### src/rtl/serdes_lane_sequencer_pkg.sv
// Shared types and constants for the SERDES lane sequencer.
// The PRBS7 taps, the seed and the 10-bit stepping helper are only used
// when the design is built with SERDES_PRBS_EN defined.
package serdes_ctrl_pkg;

  typedef enum logic [1:0] {
    ST_OFF   = 2'd0,
    ST_TRAIN = 2'd1,
    ST_DATA  = 2'd2
  } lane_state_e;

  localparam logic [9:0] DEF_IDLE_WORD  = 10'h354;
  localparam logic [9:0] DEF_TRAIN_WORD = 10'h01F;

  // x^7 + x^6 + 1: feedback is the XOR of state bits 6 and 5
  localparam logic [6:0] PRBS7_TAPS = 7'b110_0000;
  localparam logic [6:0] PRBS7_SEED = 7'h7F;

  // Ten serial PRBS7 steps; returns {next_state, word}, first bit in word[0]
  function automatic logic [16:0] prbs7_step10(input logic [6:0] seed);
    logic [6:0] s;
    logic [9:0] w;
    logic       b;
    s = seed;
    w = 10'd0;
    for (int i = 0; i < 10; i++) begin
      b    = ^(s & PRBS7_TAPS);
      w[i] = b;
      s    = {s[5:0], b};
    end
    return {s, w};
  endfunction

endpackage

### src/rtl/serdes_lane_sequencer_if.sv
// Source-side valid/ready handshake feeding the lane sequencer.
// Lane k of s_data is s_data[10k+9:10k].
interface serdes_lane_sequencer_if;
  logic [39:0] s_data;
  logic        s_valid;
  logic        s_ready;

  modport master (output s_data, output s_valid, input s_ready);
  modport slave  (input s_data, input s_valid, output s_ready);
endinterface

### src/rtl/serdes_lane_sequencer_prbs7_gen.sv
// PRBS7 (x^7+x^6+1) generator producing ten bits per clock, first bit in
// word[0]. Only instantiated when SERDES_PRBS_EN is defined.
module prbs7_gen
  import serdes_ctrl_pkg::*;
(
  input  logic       clk,
  input  logic       rst,
  input  logic       load,
  input  logic       advance,
  output logic [9:0] word
);

  logic [6:0]  lfsr_r;
  logic [16:0] step_s;

  assign step_s = prbs7_step10(lfsr_r);
  assign word   = step_s[9:0];

  // LFSR state: reseed on reset/load, step ten bits when the word is consumed
  always_ff @(posedge clk) begin
    if (rst || load) begin
      lfsr_r <= PRBS7_SEED;
    end else if (advance) begin
      lfsr_r <= step_s[16:10];
    end else begin
      lfsr_r <= lfsr_r;
    end
  end

endmodule

### src/rtl/serdes_lane_sequencer.sv
// Lane sequencer in front of the four-lane 10:1 serializer: idles in OFF,
// sends a TRAIN_WORDS training burst, then streams source words and fills
// underruns with IDLE_WORD. Lane words lag the state by one cycle.
// Optional macro SERDES_PRBS_EN adds prbs_mode and a PRBS7 lane pattern.
module serdes_lane_sequencer
  import serdes_ctrl_pkg::*;
#(
  parameter int unsigned TRAIN_WORDS = 64,
  parameter logic [9:0]  IDLE_WORD   = DEF_IDLE_WORD,
  parameter logic [9:0]  TRAIN_WORD  = DEF_TRAIN_WORD
) (
  input  logic                    clk,
  input  logic                    rst,
  input  logic                    enable,
  input  logic                    train_req,
`ifdef SERDES_PRBS_EN
  input  logic                    prbs_mode,
`endif
  serdes_lane_sequencer_if.slave  src,
  output logic [9:0]              datain_0,
  output logic [9:0]              datain_1,
  output logic [9:0]              datain_2,
  output logic [9:0]              datain_3,
  output logic                    link_up,
  output logic [1:0]              state,
  output logic [15:0]             underrun_cnt
);

  localparam int             CW       = $clog2(TRAIN_WORDS);
  localparam logic [CW-1:0]  CNT_LAST = CW'(TRAIN_WORDS - 32'd1);

  lane_state_e      state_r;
  lane_state_e      cur_state_s;
  logic [CW-1:0]    cnt_r;
  logic [3:0][9:0]  lane_r;
  logic             link_up_r;
  logic [15:0]      underrun_r;
  logic             ready_s;
  logic             xfer_s;
  logic             underrun_s;

`ifdef SERDES_PRBS_EN
  logic             prbs_active_s;
  logic             prbs_load_s;
  logic [9:0]       prbs_word_s;
`endif

  // Decode the state register; the spare encoding behaves as OFF
  always_comb begin
    cur_state_s = ST_OFF;
    case (state_r)
      ST_TRAIN: cur_state_s = ST_TRAIN;
      ST_DATA:  cur_state_s = ST_DATA;
      default:  cur_state_s = ST_OFF;
    endcase
  end

`ifdef SERDES_PRBS_EN
  assign prbs_active_s = (cur_state_s == ST_DATA) && prbs_mode;
  // Reseed on the TRAIN->DATA transition so every DATA entry starts at the seed
  assign prbs_load_s   = enable && !train_req && (cur_state_s == ST_TRAIN) &&
                         (cnt_r == CNT_LAST);
  assign ready_s       = (cur_state_s == ST_DATA) && enable && !train_req && !prbs_mode;

  prbs7_gen u_prbs7_gen (
    .clk     (clk),
    .rst     (rst),
    .load    (prbs_load_s),
    .advance (prbs_active_s),
    .word    (prbs_word_s)
  );
`else
  assign ready_s       = (cur_state_s == ST_DATA) && enable && !train_req;
`endif

  assign xfer_s     = ready_s && src.s_valid;
  assign underrun_s = ready_s && !src.s_valid;

  // Sequencer FSM with its registered lane words, link flag and underrun count
  always_ff @(posedge clk) begin
    if (rst) begin
      state_r    <= ST_OFF;
      cnt_r      <= '0;
      lane_r     <= {4{IDLE_WORD}};
      link_up_r  <= 1'b0;
      underrun_r <= 16'd0;
    end else begin
      case (cur_state_s)
        ST_TRAIN: lane_r <= {4{TRAIN_WORD}};
        ST_DATA: begin
          if (xfer_s) begin
            lane_r <= src.s_data;
`ifdef SERDES_PRBS_EN
          end else if (prbs_active_s) begin
            lane_r <= {4{prbs_word_s}};
`endif
          end else begin
            lane_r <= {4{IDLE_WORD}};
          end
        end
        default: lane_r <= {4{IDLE_WORD}};
      endcase

      if (underrun_s && (underrun_r != 16'hFFFF)) begin
        underrun_r <= underrun_r + 16'd1;
      end

      if (!enable) begin
        state_r   <= ST_OFF;
        cnt_r     <= '0;
        link_up_r <= 1'b0;
      end else if (train_req && (cur_state_s != ST_OFF)) begin
        state_r   <= ST_TRAIN;
        cnt_r     <= '0;
        link_up_r <= 1'b0;
        if (cur_state_s == ST_DATA) begin
          underrun_r <= 16'd0;
        end
      end else begin
        case (cur_state_s)
          ST_OFF: begin
            state_r   <= ST_TRAIN;
            cnt_r     <= '0;
            link_up_r <= 1'b0;
          end
          ST_TRAIN: begin
            if (cnt_r == CNT_LAST) begin
              state_r   <= ST_DATA;
              cnt_r     <= '0;
              link_up_r <= 1'b1;
            end else begin
              state_r   <= ST_TRAIN;
              cnt_r     <= cnt_r + 1'b1;
              link_up_r <= 1'b0;
            end
          end
          ST_DATA: begin
            state_r   <= ST_DATA;
            link_up_r <= 1'b1;
          end
          default: begin
            state_r   <= ST_OFF;
            cnt_r     <= '0;
            link_up_r <= 1'b0;
          end
        endcase
      end
    end
  end

  assign src.s_ready  = ready_s;
  assign datain_0     = lane_r[0];
  assign datain_1     = lane_r[1];
  assign datain_2     = lane_r[2];
  assign datain_3     = lane_r[3];
  assign link_up      = link_up_r;
  assign state        = state_r;
  assign underrun_cnt = underrun_r;

endmodule
### src/flat_wrapper.sv
// flat-port wrapper written by rule: the top's interface ports become plain ports
module serdes_lane_sequencer_flat import serdes_ctrl_pkg::*;
#(
  parameter int unsigned TRAIN_WORDS = 64,
  parameter logic [9:0]  IDLE_WORD   = DEF_IDLE_WORD,
  parameter logic [9:0]  TRAIN_WORD  = DEF_TRAIN_WORD
)
  (clk, rst, enable, train_req, datain_0, datain_1, datain_2, datain_3, link_up, state, underrun_cnt, src_s_data, src_s_valid, src_s_ready);
  serdes_lane_sequencer_if src_i ();
  input  logic clk;
  input  logic rst;
  input  logic enable;
  input  logic train_req;
  output logic [9:0] datain_0;
  output logic [9:0] datain_1;
  output logic [9:0] datain_2;
  output logic [9:0] datain_3;
  output logic link_up;
  output logic [1:0] state;
  output logic [15:0] underrun_cnt;
  input wire logic [$bits(src_i.s_data)-1:0] src_s_data;
  input wire logic [$bits(src_i.s_valid)-1:0] src_s_valid;
  output wire logic [$bits(src_i.s_ready)-1:0] src_s_ready;
  assign src_i.s_data = src_s_data;
  assign src_i.s_valid = src_s_valid;
  assign src_s_ready = src_i.s_ready;
  serdes_lane_sequencer #(.TRAIN_WORDS(TRAIN_WORDS), .IDLE_WORD(IDLE_WORD), .TRAIN_WORD(TRAIN_WORD)) u_core (.clk(clk), .rst(rst), .enable(enable), .train_req(train_req), .src(src_i), .datain_0(datain_0), .datain_1(datain_1), .datain_2(datain_2), .datain_3(datain_3), .link_up(link_up), .state(state), .underrun_cnt(underrun_cnt));
endmodule
### config.mk
export PLATFORM = sky130hd
export DESIGN_NAME = serdes_lane_sequencer_flat
export DESIGN_NICKNAME = d
export VERILOG_FILES = /design/src/rtl/serdes_lane_sequencer_pkg.sv /design/src/rtl/serdes_lane_sequencer_if.sv /design/src/rtl/serdes_lane_sequencer_prbs7_gen.sv /design/src/rtl/serdes_lane_sequencer.sv /design/src/flat_wrapper.sv
export SDC_FILE = /design/constraint.sdc
export NUM_CORES = 1
export LEC_CHECK = 0
export CAP_MARGIN = 20
export CORE_ASPECT_RATIO = 1.4
export CORE_MARGIN = 3
export CORE_UTILIZATION = 25
export CTS_CLUSTER_SIZE = 25
export DETAILED_ROUTE_END_ITERATION = 6
export PLACE_DENSITY = 0.57
export SLEW_MARGIN = 0
export SYNTH_ARGS = -nofsm -noshare
export SYNTH_HDL_FRONTEND = slang
export SYNTH_SLANG_ARGS = --single-unit
### constraint.sdc
create_clock -name clk -period 2.25 [get_ports clk]
set_input_delay 0.225 -clock clk [delete_from_list [all_inputs] [get_ports clk]]
set_output_delay 0.225 -clock clk [all_outputs]
set_load 0.01 [all_outputs]
==> summary.txt, run 1 <==
run metrics: status=finished clean, CTS root buf=clkbuf_16, # fillers=982, met1 usage=0.137, combinational share of cell area=0.283, hold buffers post-CTS=0, Multi-Input Combinational=194, Log Warnings=28, Die Ht=125 um, worst r2r src=u_core.state[0], CTS Buf Count=9, R2R Setup Slk=0.27 ns, Top pwr grp=the clock network, number of synthesis warnings=0, Post-Synthesis Cells=281, synth unique cells=41, initial antenna violation count=0, Reg clk slew, reported paths=0.06 ns, most area-consuming cells after synthesis=dfxtp_1, a21oi_1, o21ai_0, nand2_1, nor2_1, DR DRC count=0, met2 wire length=3360 um, I/O Buffers=104, router iterations before antenna repair=4, # IOs=105, crit path DAT=2.24 ns, clock network power=1370 uW, Comb group=177 uW, Crit path depth=6, routed len/inst=13.3 um, worst-path cell chain=inv_1 > ha_1 > nand3b_4 > or4_4 > or4_1 > a21oi_1, CP Launch Point=u_core.state[0], Worst-Margin Slew=0.777 ns, Pre-Place Util=0.263, P&R area growth vs syn=58.8%, Slew headroom=0.478, cells in synth_stat.txt=281, gr usage total=0.125, family with the most delay on the worst path=simple AND/OR/NAND/NOR gates, Die Area=11400 um2, R2R cell count=6, max FFs per register=16, CTS tree=built, GR Overflow Total=0, Final Hold Slack=0.454 ns, Leakage=0.00143 uW, max capacitance violation total=0, TNS Setup=0 ns, Dominant cell area share=0.511
## run 1: per-stage QoR
| stage | power (uW) | area, um2 | utilization | std cells | worst slack [ns] |
|---|---|---|---|---|---|
| floorplan | 1250 | 2540 | - | 281 | 0.227 |
| detailed placement | 1380 | 3750 | 0.388 | 511 | 0.113 |
| global route | 2830 | 4040 | 0.418 | 527 | 0.158 |
| global placement | 1380 | 3750 | 0.388 | 511 | 0.117 |
| CTS | 2760 | 4040 | 0.418 | 527 | 0.258 |
| finish | 2720 | 4040 | 0.418 | 527 | 0.271 |
## run 1: cells by family after synthesis
family,count (synthesis),synth area share
AND/OR/NAND/NOR,111,0.239
adder cells (fa/ha/maj),5,0.0246
buffers and inverters,22,0.0423
AND-OR/OR-AND,73,0.165
XOR/XNOR,4,0.0138
flip-flops,65,0.511
multiplexers,1,0.00393
==> run_1/wires.png <==
Two of the layers only.
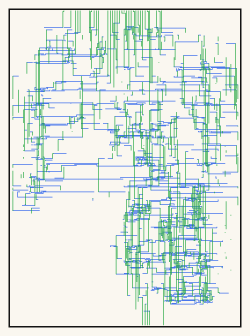
Key: metal 2 = green [wire length 3360 um]; metal 1 = blue [wire length 2870 um]

==> run_1/io_fan.png <==
Bar = 20 um.
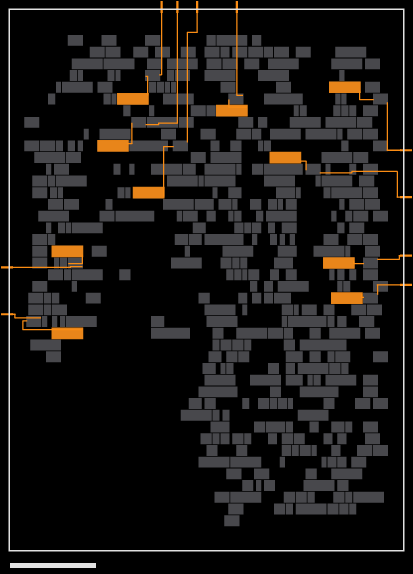
Key: datain_1 = orange [direction output, edge 4 right, 4 top, 2 left, end cells 10, buffers 10, wire 244 um]

==> run_1/detail.png <==
Window x 3 to 43, y 74 to 114 um. Cells in grey, sequential cells in the stronger grey; small squares are vias.
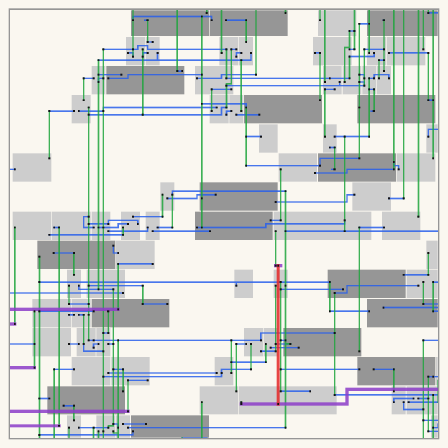
Key: metal 3 = purple; metal 4 = red; metal 2 = green; metal 1 = blue
71 logic cells have their middle in the window. Netlist names of flops here include u_core.datain_3 (5), u_core.datain_2 (4), u_core.datain_0 (3). Sequential cells in the window: 17. Most frequent: clkdlybuf4s50_1 (18), dfxtp_1 (17), nand2_1 (15).

==> run_1/clocks.png <==
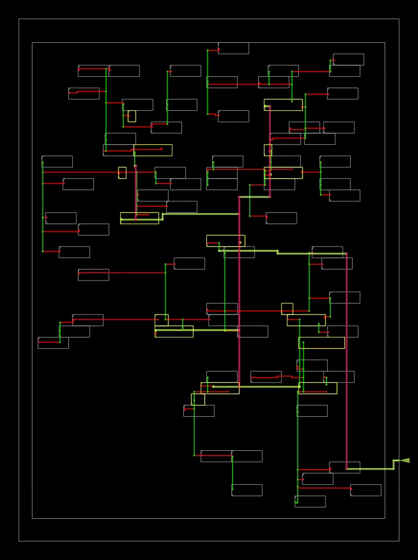

==> inputs of run 2 (changes only) <==
--- a/config.mk
+++ b/config.mk
@@ -11,7 +11,6 @@
 export CORE_UTILIZATION = 25
 export CTS_CLUSTER_SIZE = 25
 export DETAILED_ROUTE_END_ITERATION = 6
-export PLACE_DENSITY = 0.57
 export SLEW_MARGIN = 0
 export SYNTH_ARGS = -nofsm -noshare
 export SYNTH_HDL_FRONTEND = slang
==> run_2/clocks.png <==
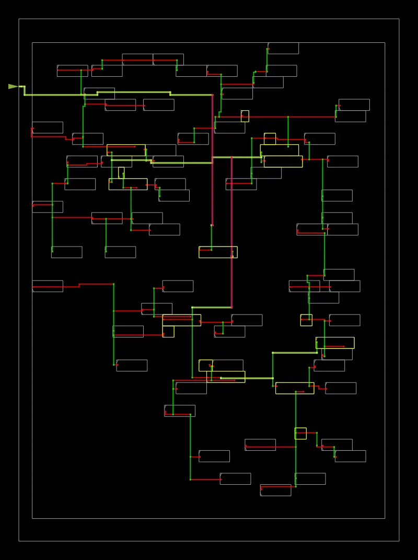
# clk buffers: 10
Skew-Pair Late Insertion Delay: 0.32 ns
clock network power: 1260 uW

==> run_2/detail.png <==
Window x 3 to 43, y 74 to 114 um. Cells in grey, sequential cells in the stronger grey; small squares are vias.
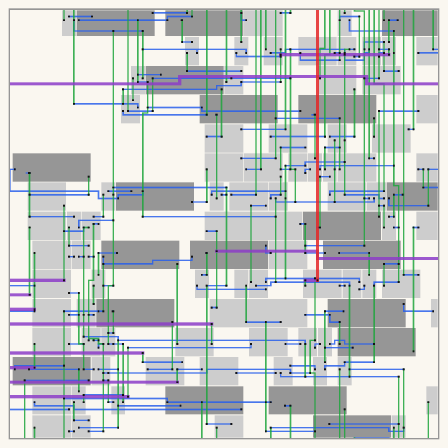
Key: metal 4 = red; metal 3 = purple; metal 2 = green; metal 1 = blue
Most frequent: clkdlybuf4s50_1 (31), nand2_1 (20), dfxtp_1 (20). Netlist names of flops here include u_core.datain_1 (5), u_core.datain_2 (5), u_core.datain_3 (5). Sequential cells in the window: 20. 96 logic cells have their middle in the window.

==> run 2 against run 1 <==
Compared with the run above:
- sequential share of layout area increased by 0.24 points
- highest routed layer unchanged
- largest power group unchanged
- synthesized area unchanged
- global-route usage up 0.098 points
- via count decreased by 0.99%
- design area fell by 0.74%
==> summary.txt, run 2 <==
run metrics: status=finished clean (unchanged), initial antenna violation count=0 (unchanged), Crit path depth=6 (unchanged), CTS Buf Count=9 (unchanged), largest net degree at the start of global routing=29 (unchanged), Reg clk slew, reported paths=0.06 ns (about the same), final cell count without fillers=526 (was 527), hold buffers post-CTS=0 (unchanged), met1 usage=0.145 (was 0.137), met2 Use GR=0.213 (was 0.205), Placement Cell Area=3740 um2 (was 3750 um2), clk sinks=65 (unchanged), worst r2r src=u_core.state[0] (unchanged), crit path kind=reg -> reg (unchanged), gr usage total=0.126 (was 0.125), PnR worst setup slack=0.241 ns (was 0.271 ns), Top pwr grp=the clock network (unchanged), Die Area=11400 um2 (unchanged), DR DRC count=0 (unchanged), cells in synth_stat.txt=281 (unchanged), DP Cell Count=510 (was 511), family with the most delay on the worst path=simple AND/OR/NAND/NOR gates (unchanged), Log Warnings=28 (unchanged), Pint=2030 uW (was 2140 uW), Crit path buffers/inverters=1 (unchanged), Peak supply drop=0.339 mV (was 0.302 mV), Comb group=176 uW (was 177 uW), routed len/inst=13.5 um (was 13.3 um), Pre-Place Util=0.263 (unchanged), vias in the first global route=2308 (was 2324), crit path DAT=2.26 ns (was 2.24 ns), # fillers=997 (was 982), # IOs=105 (unchanged), I/O Buffers=104 (unchanged), most common cell in the synthesized netlist=dfxtp_1 (unchanged), reported sequential group power=1180 uW (about the same), Worst-Margin Slew=0.656 ns (was 0.777 ns), Post-Synthesis Cells=281 (unchanged), TNS Setup=0 ns (unchanged), worst-path cell chain=inv_1 > ha_1 > nand3b_4 > or4_4 > or4_1 > a21oi_1 (unchanged), Net count, final=439 (was 440), met2 wire length=3560 um (was 3360 um), cell taking the most area after synthesis=dfxtp_1 (unchanged), R2R Setup Slk=0.24 ns (was 0.27 ns), P&R area growth vs syn=57.7% (was 58.8%), flop and latch count out of synthesis=65 (unchanged), Synth Seq Share=0.511 (unchanged), CTS root buf=clkbuf_16 (unchanged), post-route cell area=4010 um2 (was 4040 um2), Core Util, Final=0.415 (was 0.418), Dominant cell area share=0.511 (unchanged), Slew headroom=0.559 (was 0.478), final setup vio count=0 (unchanged), number of synthesis warnings=0 (unchanged), max FFs per register=16 (unchanged), R2R cell count=6 (unchanged), post-cts sizing count=0 (unchanged), CTS tree=built (unchanged), Leakage=0.00140 uW (was 0.00143 uW), worst setup path end=u_core.underrun_cnt[14] (unchanged), router iterations before antenna repair=4 (unchanged), Final Hold Slack=0.462 ns (was 0.454 ns), GR Overflow Total=0 (unchanged), max capacitance violation total=0 (unchanged), most area-consuming cells after synthesis=dfxtp_1, a21oi_1, o21ai_0, nand2_1, nor2_1 (unchanged), main flop type=dfxtp_1 (unchanged), CP Launch Point=u_core.state[0] (unchanged), Die Ht=125 um (unchanged), row count=42 (unchanged), Place WS=0.0739 ns (was 0.113 ns), Tot Pwr=2610 uW (was 2720 uW), synth unique cells=41 (unchanged)
-- run 2: area by class of cell --
| class | instances | area [um2] | area share |
|---|---|---|---|
| timing repair buffer | 113 | 1110 | 0.276 |
| sequential | 65 | 1300 | 0.324 |
| clock inverter | 6 | 43.8 | 0.0109 |
| inverter | 6 | 22.5 | 0.00561 |
| tap | 132 | 165 | 0.0412 |
| multi-input combinational | 194 | 1140 | 0.285 |
| clock buffer | 10 | 229 | 0.0571 |
-- run 2: logic make-up (layout without fill, tap and decap cells) --
kind of cell    count (synthesis)  count (layout)  synth area share
fa+ha+maj                       5               5            0.0246
mux                             1               1           0.00393
compound gates                 73              73             0.165
buf+inv                        22             135            0.0423
xor+xnor                        4               4            0.0138
flops                          65              65             0.511
simple gates                  111             111             0.239
Power figures rest on the tool's default switching activity, not on a simulated workload.
